$ cat config.mk
export PLATFORM = sky130hd
export DESIGN_NAME = router_config_ctrl
export DESIGN_NICKNAME = d
export VERILOG_FILES = /design/src/rtl/router_config_ctrl.sv
export SDC_FILE = /design/constraint.sdc
export NUM_CORES = 1
export LEC_CHECK = 0
export ABC_CLOCK_PERIOD_IN_PS = 1900
export CORE_ASPECT_RATIO = 2
export CORE_MARGIN = 3
export CORE_UTILIZATION = 51
export DETAILED_ROUTE_END_ITERATION = 10
export GPL_TIMING_DRIVEN = 0
export PLACE_DENSITY = 0.75
export SLEW_MARGIN = 20
export SYNTH_ARGS = -nofsm -noshare
export SYNTH_HDL_FRONTEND = slang
export SYNTH_SLANG_ARGS = --single-unit
export TNS_END_PERCENT = 100
$ cat constraint.sdc
create_clock -name clk_in -period 1.9 [get_ports clk_in]
set_input_delay 0.38 -clock clk_in [delete_from_list [all_inputs] [get_ports clk_in]]
set_output_delay 0.38 -clock clk_in [all_outputs]
set_load 0.005 [all_outputs]
$ cat src/rtl/router_config_ctrl.sv
// router_config_ctrl: buffers route requests and applies them to the router with a setup/pulse/hold
// update strobe, ordering per-output activation around each reroute.  Rev 1.0
`default_nettype none

module router_config_ctrl #(
   parameter int   W_SEL     = 4,
   parameter int   N_OUT     = 8,
   parameter int   DEPTH     = 4,
   parameter int   T_SETUP   = 2,
   parameter int   T_PULSE   = 2,
   parameter int   T_HOLD    = 2,
   parameter logic ACTV_INIT = 1'b1
) (
   input  logic               clk_in,
   input  logic               rst_in,
   input  logic               req_valid_in,
   output logic               req_ready_out,
   input  logic [W_SEL-1:0]   req_src_in,
   input  logic [W_SEL-1:0]   req_dest_in,
   input  logic               req_actv_in,
   output logic [W_SEL-1:0]   src_select_out,
   output logic [W_SEL-1:0]   dest_select_out,
   output logic               update_out,
   output logic [N_OUT-1:0]   output_active_out,
   output logic               busy_out,
   output logic               err_out,
   input  logic [W_SEL-1:0]   rd_dest_in,
   output logic [W_SEL-1:0]   rd_src_out
);

   localparam int c_AW    = $clog2(DEPTH);
   localparam int c_IDX_W = (N_OUT > 1) ? $clog2(N_OUT) : 1;
   localparam int c_EW    = 2 * W_SEL + 1;
   localparam int c_T_MAX = (T_SETUP > T_PULSE) ? ((T_SETUP > T_HOLD) ? T_SETUP : T_HOLD)
                                                : ((T_PULSE > T_HOLD) ? T_PULSE : T_HOLD);
   localparam int c_CNT_W = (c_T_MAX > 1) ? $clog2(c_T_MAX) : 1;
   localparam logic [c_CNT_W-1:0] c_SETUP_M1 = c_CNT_W'(T_SETUP - 1);
   localparam logic [c_CNT_W-1:0] c_PULSE_M1 = c_CNT_W'(T_PULSE - 1);
   localparam logic [c_CNT_W-1:0] c_HOLD_M1  = c_CNT_W'(T_HOLD - 1);
   localparam logic [W_SEL:0]     c_N_OUT    = (W_SEL + 1)'(N_OUT);

   typedef enum logic [1:0] {
      S_IDLE  = 2'd0,
      S_SETUP = 2'd1,
      S_PULSE = 2'd2,
      S_HOLD  = 2'd3
   } state_t;

   // FIFO entries are packed {actv, dest, src}
   logic [c_EW-1:0]    fifo_q [DEPTH];
   logic [c_AW:0]      wr_ptr_q, rd_ptr_q;
   logic               w_full, w_empty, w_push, w_pop;
   logic [c_EW-1:0]    w_head;
   logic [W_SEL-1:0]   w_head_src, w_head_dest;
   logic               w_head_actv, w_head_ok;

   state_t             state_q, state_d;
   logic [c_CNT_W-1:0] cnt_q, cnt_d;
   logic [W_SEL-1:0]   src_q, src_d, dest_q, dest_d;
   logic               actv_q, actv_d, upd_q, upd_d, err_q, err_d;
   logic [N_OUT-1:0]   active_q, active_d;
   logic [W_SEL-1:0]   shadow_q [N_OUT];
   logic               w_sh_we;

   assign w_empty = (wr_ptr_q == rd_ptr_q);
   assign w_full  = (wr_ptr_q[c_AW] != rd_ptr_q[c_AW]) &&
                    (wr_ptr_q[c_AW-1:0] == rd_ptr_q[c_AW-1:0]);
   assign w_push  = req_valid_in && !w_full;

   assign w_head      = fifo_q[rd_ptr_q[c_AW-1:0]];
   assign w_head_src  = w_head[W_SEL-1:0];
   assign w_head_dest = w_head[2*W_SEL-1:W_SEL];
   assign w_head_actv = w_head[2*W_SEL];
   assign w_head_ok   = ({1'b0, w_head_dest} < c_N_OUT);

   always_ff @(posedge clk_in) begin
      if (w_push) fifo_q[wr_ptr_q[c_AW-1:0]] <= {req_actv_in, req_dest_in, req_src_in};
   end

   always_ff @(posedge clk_in or posedge rst_in) begin
      if (rst_in) begin
         wr_ptr_q <= '0;
         rd_ptr_q <= '0;
      end else begin
         if (w_push) wr_ptr_q <= wr_ptr_q + 1'b1;
         if (w_pop)  rd_ptr_q <= rd_ptr_q + 1'b1;
      end
   end

   always_comb begin
      state_d  = state_q;
      cnt_d    = cnt_q;
      src_d    = src_q;
      dest_d   = dest_q;
      actv_d   = actv_q;
      upd_d    = upd_q;
      err_d    = 1'b0;
      active_d = active_q;
      w_pop    = 1'b0;
      w_sh_we  = 1'b0;
      case (state_q)
         S_IDLE: begin
            if (!w_empty) begin
               w_pop = 1'b1;
               if (w_head_ok) begin
                  state_d = S_SETUP;
                  cnt_d   = c_SETUP_M1;
                  src_d   = w_head_src;
                  dest_d  = w_head_dest;
                  actv_d  = w_head_actv;
                  // Take the output down before its select starts moving
                  if (!w_head_actv) active_d[w_head_dest[c_IDX_W-1:0]] = 1'b0;
               end else begin
                  err_d = 1'b1;
               end
            end
         end
         S_SETUP: begin
            if (cnt_q == '0) begin
               state_d = S_PULSE;
               cnt_d   = c_PULSE_M1;
               upd_d   = 1'b1;
               w_sh_we = 1'b1;
            end else begin
               cnt_d = cnt_q - 1'b1;
            end
         end
         S_PULSE: begin
            if (cnt_q == '0) begin
               state_d = S_HOLD;
               cnt_d   = c_HOLD_M1;
               upd_d   = 1'b0;
            end else begin
               cnt_d = cnt_q - 1'b1;
            end
         end
         S_HOLD: begin
            if (cnt_q == '0) begin
               state_d = S_IDLE;
               if (actv_q) active_d[dest_q[c_IDX_W-1:0]] = 1'b1;
            end else begin
               cnt_d = cnt_q - 1'b1;
            end
         end
         default: state_d = S_IDLE;
      endcase
   end

   always_ff @(posedge clk_in or posedge rst_in) begin
      if (rst_in) begin
         state_q  <= S_IDLE;
         cnt_q    <= '0;
         src_q    <= '0;
         dest_q   <= '0;
         actv_q   <= 1'b0;
         upd_q    <= 1'b0;
         err_q    <= 1'b0;
         active_q <= {N_OUT{ACTV_INIT}};
         for (int i = 0; i < N_OUT; i++) shadow_q[i] <= '0;
      end else begin
         state_q  <= state_d;
         cnt_q    <= cnt_d;
         src_q    <= src_d;
         dest_q   <= dest_d;
         actv_q   <= actv_d;
         upd_q    <= upd_d;
         err_q    <= err_d;
         active_q <= active_d;
         if (w_sh_we) shadow_q[dest_q[c_IDX_W-1:0]] <= src_q;
      end
   end

   assign req_ready_out     = !w_full;
   assign src_select_out    = src_q;
   assign dest_select_out   = dest_q;
   assign update_out        = upd_q;
   assign output_active_out = active_q;
   assign err_out           = err_q;
   assign busy_out          = (state_q != S_IDLE) || !w_empty;
   assign rd_src_out        = ({1'b0, rd_dest_in} < c_N_OUT) ? shadow_q[rd_dest_in[c_IDX_W-1:0]] : '0;

endmodule

`default_nettype wire

==> CHANGELOG.md <==
## Flow update

* Logic pwr share at 40.6%
* Worst Setup Slack, final at -0.1521 ns
* CP endpoint kind: flop
* Worst VDD drop at around 1.1 mV
* CP arrival at ~2.3 ns
* Root buf cell: clkbuf_16
* Post-Synthesis Cell Area at between 0.004 and 0.005 mm²
* Final setup fails at 37
* Floorplan Nets at ~300
* Antenna diodes at 0
* Worst-path clk slew at ~0.060 ns
* Area growth, synth to finish at 23.97%
* Die area at around 0.0096 mm²
* Worst slew pin tran at 0.5021 ns
* RSZ-0062 raised after global routing: true
* Fill count at a little under 600
* Placed Cells at 408
* Area leader share at between 30% and 40%
* Worst Path Max Fanout at 4
* Status: finished with violations
* Sw Pwr at roughly 2.9 mW
* Synth Warn # at 0
* Clock tree from TritonCTS: done
* Congestion Overflow GR at 0
* Failing checks: negative setup slack
* WL final at between 8000 and 9000 µm
* CP Class: flop to flop
* Yosys stat chip area at between 0.004 and 0.005 mm²
* Req. time, crit path at ~2.1 ns
* Reg-to-Reg End: output_active_out[3]
* Lkg Pwr at ~2.2 nW
* # DRC at 0
* Clock share of power at approximately 19%
* Cell variety after synth at 37
* Final nets at 356
* Max-cap violations at 0
* List of most frequent post-synthesis cells: 52 x dfrtp_1, 41 x mux2_2, 36 x edfxtp_1, 17 x inv_1
* R2R cell count at 5
sequential cells by signal, indices dropped and copies added, names as in the netlist:
name               cells
output_active_out      8
src_select_out         4
dest_select_out        4
state_q                2
rd_ptr_q               3
shadow_q              32
wr_ptr_q               3
err_out                1
update_out             1
actv_q                 1
cnt_q                  1
fifo_q                36
how the worst min path moves through the flow:
stage	slack (ns)	startpoint	endpoint
floorplan	0.47	output_active_out[2]	output_active_out[2]
global placement	0.48	output_active_out[4]	output_active_out[4]
detailed placement	0.49	output_active_out[5]	output_active_out[5]
CTS	0.24	rst_in	dest_select_out[3]
global route	0.25	rst_in	dest_select_out[3]
finish	0.25	rst_in	dest_select_out[3]
placed cells by master, fill, tap and decap left out, types with 4 or more instances in the layout:
master / instances
dfrtp_1: 50
edfxtp_1: 36
mux2_2: 33
clkdlybuf4s50_1: 30
mux4_2: 15
nor2_1: 14
inv_1: 14
ha_1: 9
clkbuf_16: 9
mux2_4: 8
dfstp_2: 8
buf_4: 7
a21oi_1: 6
mux2i_1: 6
and2_2: 5
nand2_1: 5
a221oi_2: 5
nand3_1: 5
nor2b_1: 4
buf_2: 4
per-layer routing:
| metal | global-route usage [%] | wire, µm |
|---|---|---|
| met5 | 0 | 0 |
| met4 | 9.310 | 244 |
| met3 | 3.640 | 249 |
| met2 | 34.75 | 4784 |
| met1 | 19.43 | 2795 |
layout make-up:
type                       instances  area, µm²  area share (%)
sequential                        96       2595           49.03
multi-input combinational        155       1750           33.07
timing repair buffer              46      436.7           8.251
clock buffer                      13      264.0           4.988
tap                               96      120.1           2.269
inverter                          17      66.31           1.253
buffer                             5      43.79          0.8274
clock inverter                     3      16.27          0.3073
power by group through the flow:
stage / Clock (mW) / Combinational, mW / Sequential, mW
2_1_floorplan: 0 / 2.11 / 3.25
3_3_place_gp: 0 / 2.83 / 3.38
3_5_place_dp: 0 / 2.90 / 3.43
4_1_cts: 1.71 / 3.38 / 3.44
5_1_grt: 1.80 / 3.83 / 3.55
6_report: 1.68 / 3.50 / 3.44
kinds of logic (layout without fill, tap and decap cells):
| family | count (synthesis) | in the layout | share of synthesized area, % |
|---|---|---|---|
| compound gates | 24 | 24 | 4.191 |
| xor+xnor | 8 | 8 | 1.641 |
| fa+ha+maj | 10 | 10 | 2.931 |
| buf+inv | 25 | 84 | 2.374 |
| flops | 96 | 96 | 60.73 |
| mux | 64 | 64 | 21.45 |
| simple gates | 48 | 49 | 6.683 |
stage by stage:
| stage | util [%] | setup TNS (ns) | hold WS, ns |
|---|---|---|---|
| floorplan | - | -0.4484 | 0.4724 |
| global placement | 59.16 | -73.34 | 0.4804 |
| detailed placement | 59.53 | -20.89 | 0.4912 |
| CTS | 64.84 | -1.833 | 0.2359 |
| global route | 65.68 | -7.587 | 0.2472 |
| finish | 65.68 | -2.156 | 0.2462 |
worst max-delay path, cell delays in order, from the launching register on:
cell	delay, ns
dfrtp_1	0.41
buf_6	0.13
mux4_2	0.53
a311o_2	0.44
nor3b_4	0.32
a221oi_1	0.13
repair_timing:
item / CTS / global route
resized: 49 / 16
pin swaps: 12 / 13
hold buffers: 0 / 0
setup endpoints to repair: 90 / 52
cloned: 1 / 0
buffers inserted: 6 / 4
Routing congestion map:
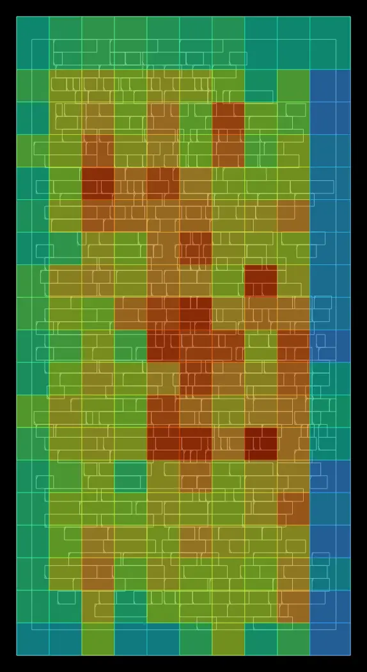
GRT Max-Usage Layer: met2
met1 usage: 19.43%
met3 usage: 3.640%
Tot GR Track Use: 18.68%
Layout Utilization: 65.68%

PDN straps and rails:
Pins as bars on the die edge. Tap cells in grey.
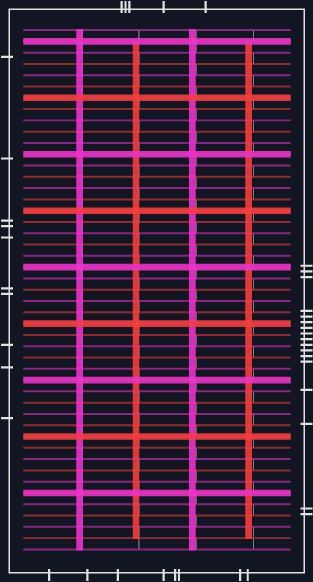
legend:
  magenta:
    net: VSS
  red:
    net: VDD
met4 straps: 4
signal pins: 40
die height: 135.4 µm
core area: 0.008058 mm²
Die Width: 70.70 µm

Where the registers sit:
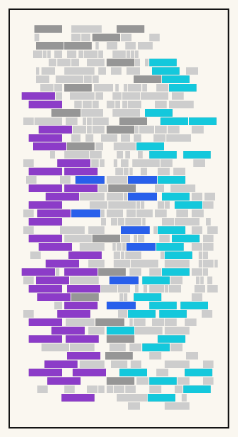
legend:
  cyan:
    netlist_name: shadow_q
    sequential_cells: 32
    where: a vertical strip on the right
  purple:
    netlist_name: fifo_q
    sequential_cells: 36
  blue:
    netlist_name: output_active_out
    sequential_cells: 8
    where: centre
not coloured: 20

Power and IR drop assume default switching activity.
